Fig. 1: run 1, power grid
Pins as bars on the die edge. Tap cells in grey.
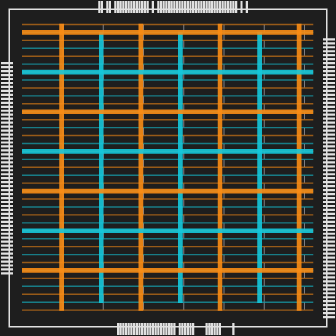
Fig. 2: run 1, cells coloured by class
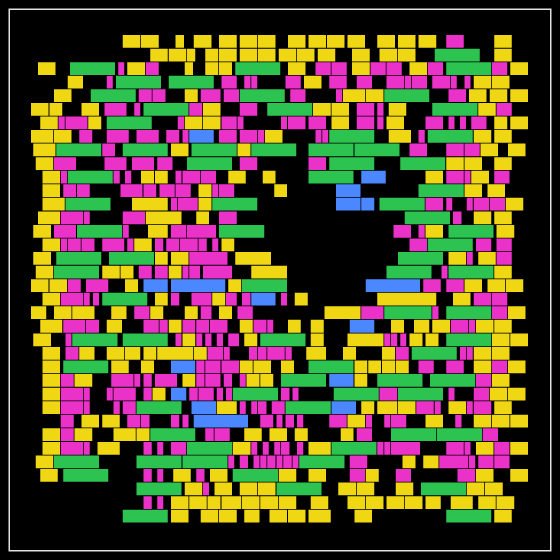
Fig. 3: run 1, clock wires, drivers and flops
Scale bar: 20 um.
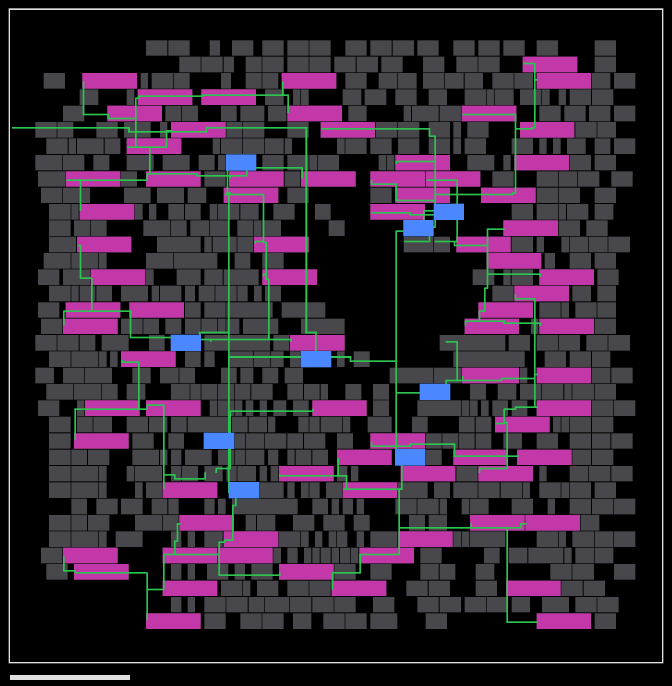
==> src/rtl/alu_issue_decode.sv <==
// RV32I decode/issue stage: decodes one instruction into ALU op and operands and
// registers it in a one-entry output stage. Define ALU_BRANCH_DECODE_EN to decode BRANCH.
module alu_issue_decode #(
    parameter int XLEN = 32
) (
    input  logic            clk,
    input  logic            rst_n,
    input  logic            flush,
    input  logic            in_valid,
    output logic            in_ready,
    input  logic [31:0]     instr,
    input  logic [XLEN-1:0] pc,
    input  logic [XLEN-1:0] rs1_data,
    input  logic [XLEN-1:0] rs2_data,
    output logic            out_valid,
    input  logic            out_ready,
    output logic [3:0]      opr,
    output logic [XLEN-1:0] a,
    output logic [XLEN-1:0] b,
    output logic [4:0]      rd,
    output logic            wb_en,
    output logic            illegal
);

    // Handshake: a transfer happens on a clk edge where valid && ready are both high.
    // The output entry is held stable while out_valid && !out_ready.

    localparam logic [6:0] OPC_OP     = 7'b0110011;
    localparam logic [6:0] OPC_OP_IMM = 7'b0010011;
    localparam logic [6:0] OPC_LUI    = 7'b0110111;
    localparam logic [6:0] OPC_AUIPC  = 7'b0010111;
    localparam logic [6:0] OPC_LOAD   = 7'b0000011;
    localparam logic [6:0] OPC_STORE  = 7'b0100011;
    localparam logic [6:0] OPC_JAL    = 7'b1101111;
    localparam logic [6:0] OPC_JALR   = 7'b1100111;
    localparam logic [6:0] OPC_BRANCH = 7'b1100011;

    localparam logic [6:0] F7_BASE = 7'b0000000;
    localparam logic [6:0] F7_ALT  = 7'b0100000;

    logic [6:0]        opcode;
    logic [2:0]        funct3;
    logic [6:0]        funct7;
    logic signed [11:0] imm_i;
    logic signed [11:0] imm_s;
    logic signed [31:0] imm_u;

    assign opcode = instr[6:0];
    assign funct3 = instr[14:12];
    assign funct7 = instr[31:25];
    assign imm_i  = instr[31:20];
    assign imm_s  = {instr[31:25], instr[11:7]};
    assign imm_u  = {instr[31:12], 12'b0};

    logic [3:0]      raw_opr;
    logic [XLEN-1:0] raw_a;
    logic [XLEN-1:0] raw_b;
    logic            dec_legal;
    logic            dec_wb_type;

    always_comb begin
        raw_opr     = 4'b0000;
        raw_a       = '0;
        raw_b       = '0;
        dec_legal   = 1'b1;
        dec_wb_type = 1'b1;
        case (opcode)
            OPC_OP: begin
                dec_legal = (funct7 == F7_BASE) ||
                            ((funct7 == F7_ALT) && ((funct3 == 3'b000) || (funct3 == 3'b101)));
                raw_opr   = {funct7[5], funct3};
                raw_a     = rs1_data;
                raw_b     = rs2_data;
            end
            OPC_OP_IMM: begin
                raw_a = rs1_data;
                case (funct3)
                    3'b001: begin
                        dec_legal = (funct7 == F7_BASE);
                        raw_opr   = 4'b0001;
                        raw_b     = XLEN'(instr[24:20]);
                    end
                    3'b101: begin
                        dec_legal = (funct7 == F7_BASE) || (funct7 == F7_ALT);
                        raw_opr   = {funct7[5], 3'b101};
                        raw_b     = XLEN'(instr[24:20]);
                    end
                    default: begin
                        raw_opr = {1'b0, funct3};
                        raw_b   = XLEN'(imm_i);
                    end
                endcase
            end
            OPC_LUI: begin
                raw_b = XLEN'(imm_u);
            end
            OPC_AUIPC: begin
                raw_a = pc;
                raw_b = XLEN'(imm_u);
            end
            OPC_LOAD: begin
                raw_a = rs1_data;
                raw_b = XLEN'(imm_i);
            end
            OPC_STORE: begin
                dec_wb_type = 1'b0;
                raw_a       = rs1_data;
                raw_b       = XLEN'(imm_s);
            end
            OPC_JAL, OPC_JALR: begin
                // Operands form the link value pc + 4.
                raw_a = pc;
                raw_b = XLEN'(4);
            end
`ifdef ALU_BRANCH_DECODE_EN
            OPC_BRANCH: begin
                dec_wb_type = 1'b0;
                raw_a       = rs1_data;
                raw_b       = rs2_data;
                case (funct3)
                    3'b000, 3'b001: raw_opr = 4'b1000;
                    3'b100, 3'b101: raw_opr = 4'b0010;
                    3'b110, 3'b111: raw_opr = 4'b0011;
                    default:        dec_legal = 1'b0;
                endcase
            end
`endif
            default: begin
                dec_legal = 1'b0;
            end
        endcase
    end

    logic            accept;
    logic            out_valid_q, out_valid_d;
    logic [3:0]      opr_q, opr_d;
    logic [XLEN-1:0] a_q, a_d;
    logic [XLEN-1:0] b_q, b_d;
    logic [4:0]      rd_q, rd_d;
    logic            wb_en_q, wb_en_d;
    logic            illegal_q, illegal_d;

    assign in_ready = !out_valid_q || out_ready;
    assign accept   = in_valid && in_ready;

    always_comb begin
        out_valid_d = out_valid_q;
        opr_d       = opr_q;
        a_d         = a_q;
        b_d         = b_q;
        rd_d        = rd_q;
        wb_en_d     = wb_en_q;
        illegal_d   = illegal_q;
        if (flush) begin
            out_valid_d = 1'b0;
        end else if (accept) begin
            out_valid_d = 1'b1;
            illegal_d   = !dec_legal;
            // Illegal instructions still travel downstream, with zeroed payload, so execute can trap.
            opr_d       = dec_legal ? raw_opr : 4'b0000;
            a_d         = dec_legal ? raw_a : '0;
            b_d         = dec_legal ? raw_b : '0;
            rd_d        = (dec_legal && dec_wb_type) ? instr[11:7] : 5'd0;
            wb_en_d     = dec_legal && dec_wb_type && (instr[11:7] != 5'd0);
        end else if (out_ready) begin
            out_valid_d = 1'b0;
        end
    end

    always_ff @(posedge clk or negedge rst_n) begin
        if (!rst_n) begin
            out_valid_q <= 1'b0;
            opr_q       <= 4'b0000;
            a_q         <= '0;
            b_q         <= '0;
            rd_q        <= 5'd0;
            wb_en_q     <= 1'b0;
            illegal_q   <= 1'b0;
        end else begin
            out_valid_q <= out_valid_d;
            opr_q       <= opr_d;
            a_q         <= a_d;
            b_q         <= b_d;
            rd_q        <= rd_d;
            wb_en_q     <= wb_en_d;
            illegal_q   <= illegal_d;
        end
    end

    assign out_valid = out_valid_q;
    assign opr       = opr_q;
    assign a         = a_q;
    assign b         = b_q;
    assign rd        = rd_q;
    assign wb_en     = wb_en_q;
    assign illegal   = illegal_q;

endmodule

==> config.mk <==
export PLATFORM = sky130hd
export DESIGN_NAME = alu_issue_decode
export DESIGN_NICKNAME = d
export VERILOG_FILES = /design/src/rtl/alu_issue_decode.sv
export SDC_FILE = /design/constraint.sdc
export NUM_CORES = 1
export LEC_CHECK = 0
export CORE_MARGIN = 4
export CORE_UTILIZATION = 40
export DETAILED_ROUTE_END_ITERATION = 10
export PLACE_DENSITY = 0.82
export SYNTH_ARGS = -nofsm -noshare
export SYNTH_HDL_FRONTEND = slang
export SYNTH_SLANG_ARGS = --single-unit
==> constraint.sdc <==
create_clock -name clk -period 2.1 [get_ports clk]
set_input_delay 0.525 -clock clk [delete_from_list [all_inputs] [get_ports clk]]
set_output_delay 0.525 -clock clk [all_outputs]
set_load 0.05 [all_outputs]
==> out/metrics.yaml, run 1 <==
seq_area_share_pct: 27.3
place_ws_ns: -0.635
status: "complete, but fails checks"
dr_wl_met3_um: 1320
grt_use_met2_pct: 44.8
slew_headroom_pct: 58.8
ant_nets: 0
dieWidth_um: 108
fin_util_pct: 71.2
max_freq_mhz: 476
leakage_uw: 0.00298
crit_chain: "dlygate4sd2_1, nor2b_1, nand2_1, o211ai_1, nor4_4, bufbuf_16, nor3_2"
timing.rr.start: "out_valid$_DFFE_PN0P_"
cts_made_buffers: 9
use_met3_pct: 7.46
violations: "negative setup slack"
cp.depth: 7
first_global_vias: 4585
sequentialPowerShare_pct: 35.1
synthArstFlopShare_pct: 100
critical-path-top-delay-family: "simple AND/OR/NAND/NOR gates"
dp_hpwl_um: 11200
post_cts_resized: 43
path_class: "in -> reg"
cts-root-buf: "clkbuf_8"
rsz0062_at_grt: "true"
drc: 0
top_layer: "met4"
final-nonclk-buf-share_pct: 38.2
final.setup.tns_ns: -0.00109
ys.flops: 76
setup_viol: 1
yosys.area_share.xor_xnor_pct: 0.218
n_all_buffers: 270
final_cells: 772
layout_setup_ws_ns: -0.00109
top_cell: "dfrtp_1"
power_density_nw_per_um2: 699
largestPowerGroup: "combinational cells"
design_area_um2: 6960
synth_area_leader_cell: "dfrtp_1"
reg2regPathDepth: 7
min_period_ns: 2.10
synthDistinctLibCells: 39
synthAdderAreaFrac_pct: 0
grt_max_degree: 38
hp-class: "in -> async"
p_int_uw: 3200
grt_pass1_wl_um: 23200
comb_area_um2: 1960
hold_slack_ns: 0.0846
cts_tree: "built"
cpPeakStageDelay_ns: 0.59
routedWlPerCell_um: 19.2
cp-endpoint: "a[13]$_DFFE_PN0P_"
seqCellArea_um2: 1900
inverters_excl_clock: 4
clk_pin_slew_ns: 0.08
tightestPinTransition_ns: 0.614
r2r_slack_ns: 0.08
-- Fig. 1 (at the start) --
Key: cyan = VDD; orange = VSS
7 straps on met4. 7 straps on met5. 210 signal pins sit on the boundary. 133 tap cells.
core area: 9770 um^2
Die H: 108 um
Peak VDD IR: 0.442 mV

-- Fig. 2 (at the start) --
Key: green = flops [cells 76]; magenta = combinational and other logic [cells 277]; yellow = other buffers and delay cells [cells 270]; blue = clock drivers and dummy loads [cells 16]

-- Fig. 3 (at the start) --
Key: green = clock wires [length 1010 um]; magenta = flip-flops [count 76]; blue = clock drivers [count 9]
Position of the flops: spread over the die.
Clk Latency, worst-skew pair: 0.34 ns
skew final: 0.00710 ns
clk pwr: 1420 uW
Clk pwr share: 29.2%

==> run 1 -> run 2 <==
--- a/config.mk
+++ b/config.mk
@@ -9,6 +9,7 @@
 export CORE_UTILIZATION = 40
 export DETAILED_ROUTE_END_ITERATION = 10
 export PLACE_DENSITY = 0.82
+export RECOVER_POWER = 100
 export SYNTH_ARGS = -nofsm -noshare
 export SYNTH_HDL_FRONTEND = slang
 export SYNTH_SLANG_ARGS = --single-unit
Fig. 4: run 2, clock wires, drivers and flops
Scale bar: 20 um.
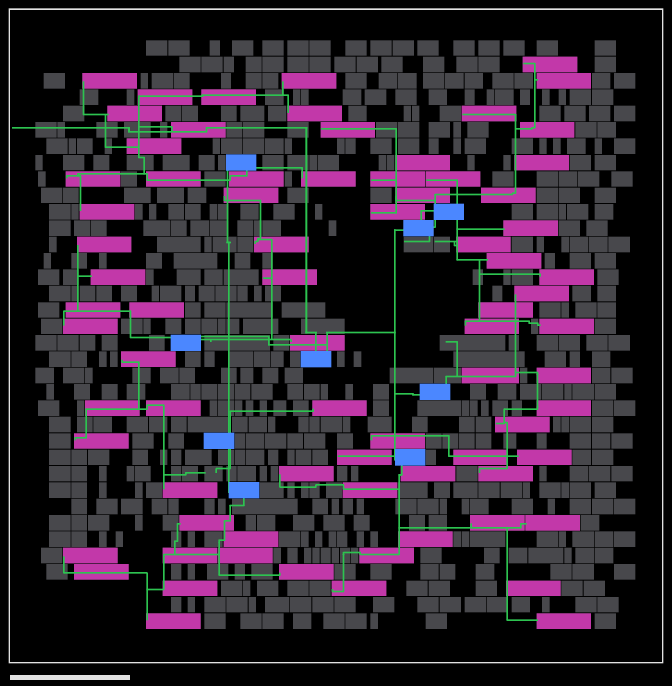
Key: blue = clock drivers [count 9]; magenta = flip-flops [count 76]; green = clock wires [length 1010 um]
There are 10 routed clock nets.
Clk Latency, worst-skew pair: 0.35 ns
Clk pwr share: 29.8%

==> run 2 against run 1 <==
Flip-flop count unchanged. Largest cell class unchanged. Non-clock buffer count unchanged. Largest power group is now registers. The flow finishes with violations (max-capacitance violations, max-slew violations, negative setup slack). Maximum frequency decreased by 0.48%.
==> out/metrics.yaml, run 2 <==
timing.rr.start: "out_valid$_DFFE_PN0P_"
fp_nets: 522
firstDrtPassIters: 5
placedCellCount: 751
inverters_excl_clock: 4  # unchanged
crit_buf_inv: 2
critical-path-top-delay-family: "simple AND/OR/NAND/NOR gates"
final.setup.tns_ns: -0.0173  # -0.0162 ns
top_area_share_pct: 47.2
drt-met1-wl_um: 5550
cts-root-buf: "clkbuf_8"
clockBufferDepth: 2
dp_hpwl_um: 11200  # unchanged
leakage_uw: 0.00270  # -9.5%
slew_violations: 27
powerClk_uw: 1420  # about the same
min_to: "opr[1]$_DFFE_PN0P_"
post_cts_buffers: 3
drtIter0Drc: 254
post_cts_resized: 43  # unchanged
clk_share_pct: 3.86
cpPeakStageDelay_ns: 0.60  # about the same
use_met3_pct: 7.46  # unchanged
busiest_layer: "met2"
numClockSinks: 76
final_cells: 772  # unchanged
grtUsageTotal_pct: 25.3
top_cell: "dfrtp_1"
holdPathStages: 2
path_class: "in -> reg"
min_period_ns: 2.11  # +0.0101 ns
p_sw_share_pct: 34.5
seq_area_share_pct: 28.5  # +1.2 points
ys.flops: 76  # unchanged
grtUsageMet1_pct: 29.5
combPwrFrac_pct: 34.5
comb_share_pct: 27.5
overflow: 0
ys.warnings.count: 0
syn_to_final_growth_pct: 65.8
yosys.area_share.xor_xnor_pct: 0.218  # unchanged
grt_use_met2_pct: 44.8  # unchanged
num-clock-buffers: 11
synth_area_leader_cell: "dfrtp_1"
synthArstFlopShare_pct: 100  # unchanged
fp_util_pct: 41.2
power.switching_uw: 1650
place_ws_ns: -0.635  # unchanged
rows: 36
finalCritPeriodShare_pct: 101
synthDistinctLibCells: 39  # unchanged
logic_gates: 273
nFillCells: 793
tightestPinTransition_ns: 1.53  # +0.917 ns
largestPowerGroup: "registers"
min_from: "opr[1]$_DFFE_PN0P_"
setup_viol: 4  # +3
flop_cell: "dfrtp_1"
status: "complete, but fails checks"
start_kind: "input pin"
dr_wl_met3_um: 1420  # +7.1%
synth_area_per_cell_um2: 10.3
reg2regPathDepth: 7  # unchanged
seq_area_frac_synth_pct: 47.2
n_all_buffers: 270  # unchanged
violations: "max-capacitance violations, max-slew violations, negative setup slack"
layout-drive-gt1-share_pct: 20.0
route.met2.wl_um: 7560
seqCellArea_um2: 1900  # unchanged
grt_max_degree: 38  # unchanged
cts.htree.levels: 3
comb_area_um2: 1830  # -6.5%
ys_sh_mux_pct: 0.249
cts_made_buffers: 9  # unchanged
slew_headroom_pct: -2.09  # -61 points
hold_viol: 0
max_freq_mhz: 474  # -0.48%
ant_nets: 0  # unchanged
clk_pin_slew_ns: 0.08  # about the same
fin_nets: 767
cp.depth: 7  # unchanged
top_layer: "met4"
dieWidth_um: 108  # unchanged
synthCells: 389
hold_slack_ns: 0.477  # +0.392 ns
grt_pass1_wl_um: 23200  # unchanged
first_global_vias: 4585  # unchanged
p_int_uw: 3130  # -2.2%
cp-endpoint: "a[13]$_DFFE_PN0P_"
power_density_nw_per_um2: 715  # +2.3%
r2r_slack_ns: 0.07  # about the same
post_dp_cell_area_um2: 6600
sequentialPowerShare_pct: 35.7  # +0.6 points
dieArea_um2: 11700
routedWlPerCell_um: 19.2  # -0.42%
tapCellCount: 133
aoi_share_pct: 23.5
synthAdderAreaFrac_pct: 0  # unchanged
maxCapViolations: 1
die_y_um: 108  # unchanged
slowest_stage: "nor4_4"
gp_congestion: 0.870
ff_count: 76
end_kind: "flip-flop"
regToRegEndpoint: "a[13]$_DFFE_PN0P_"
vias_per_cell: 5.53
design_area_um2: 6680  # -4.1%
skew_ns: 0.00779  # +0.000687 ns
antenna_found_initial: 0
simple_gate_share_pct: 23.7
vdd_drop_max_mv: 0.436  # -1.2%
cts_tree: "built"
drc: 0  # unchanged
hp-class: "reg -> reg"
rsz0062_at_grt: "true"
powerComb_uw: 1650
crit_chain: "dlygate4sd2_1, nor2b_1, nand2_1, o211ai_1, nor4_4, bufbuf_16, nor3_2"
core_um2: 9770  # unchanged
final-nonclk-buf-share_pct: 37.5  # -0.72 points
fin_util_pct: 68.3  # -2.9 points
layout_setup_ws_ns: -0.0112  # -0.0101 ns
routed-via-count: 4273
Power figures rest on the tool's default switching activity, not on a simulated workload.
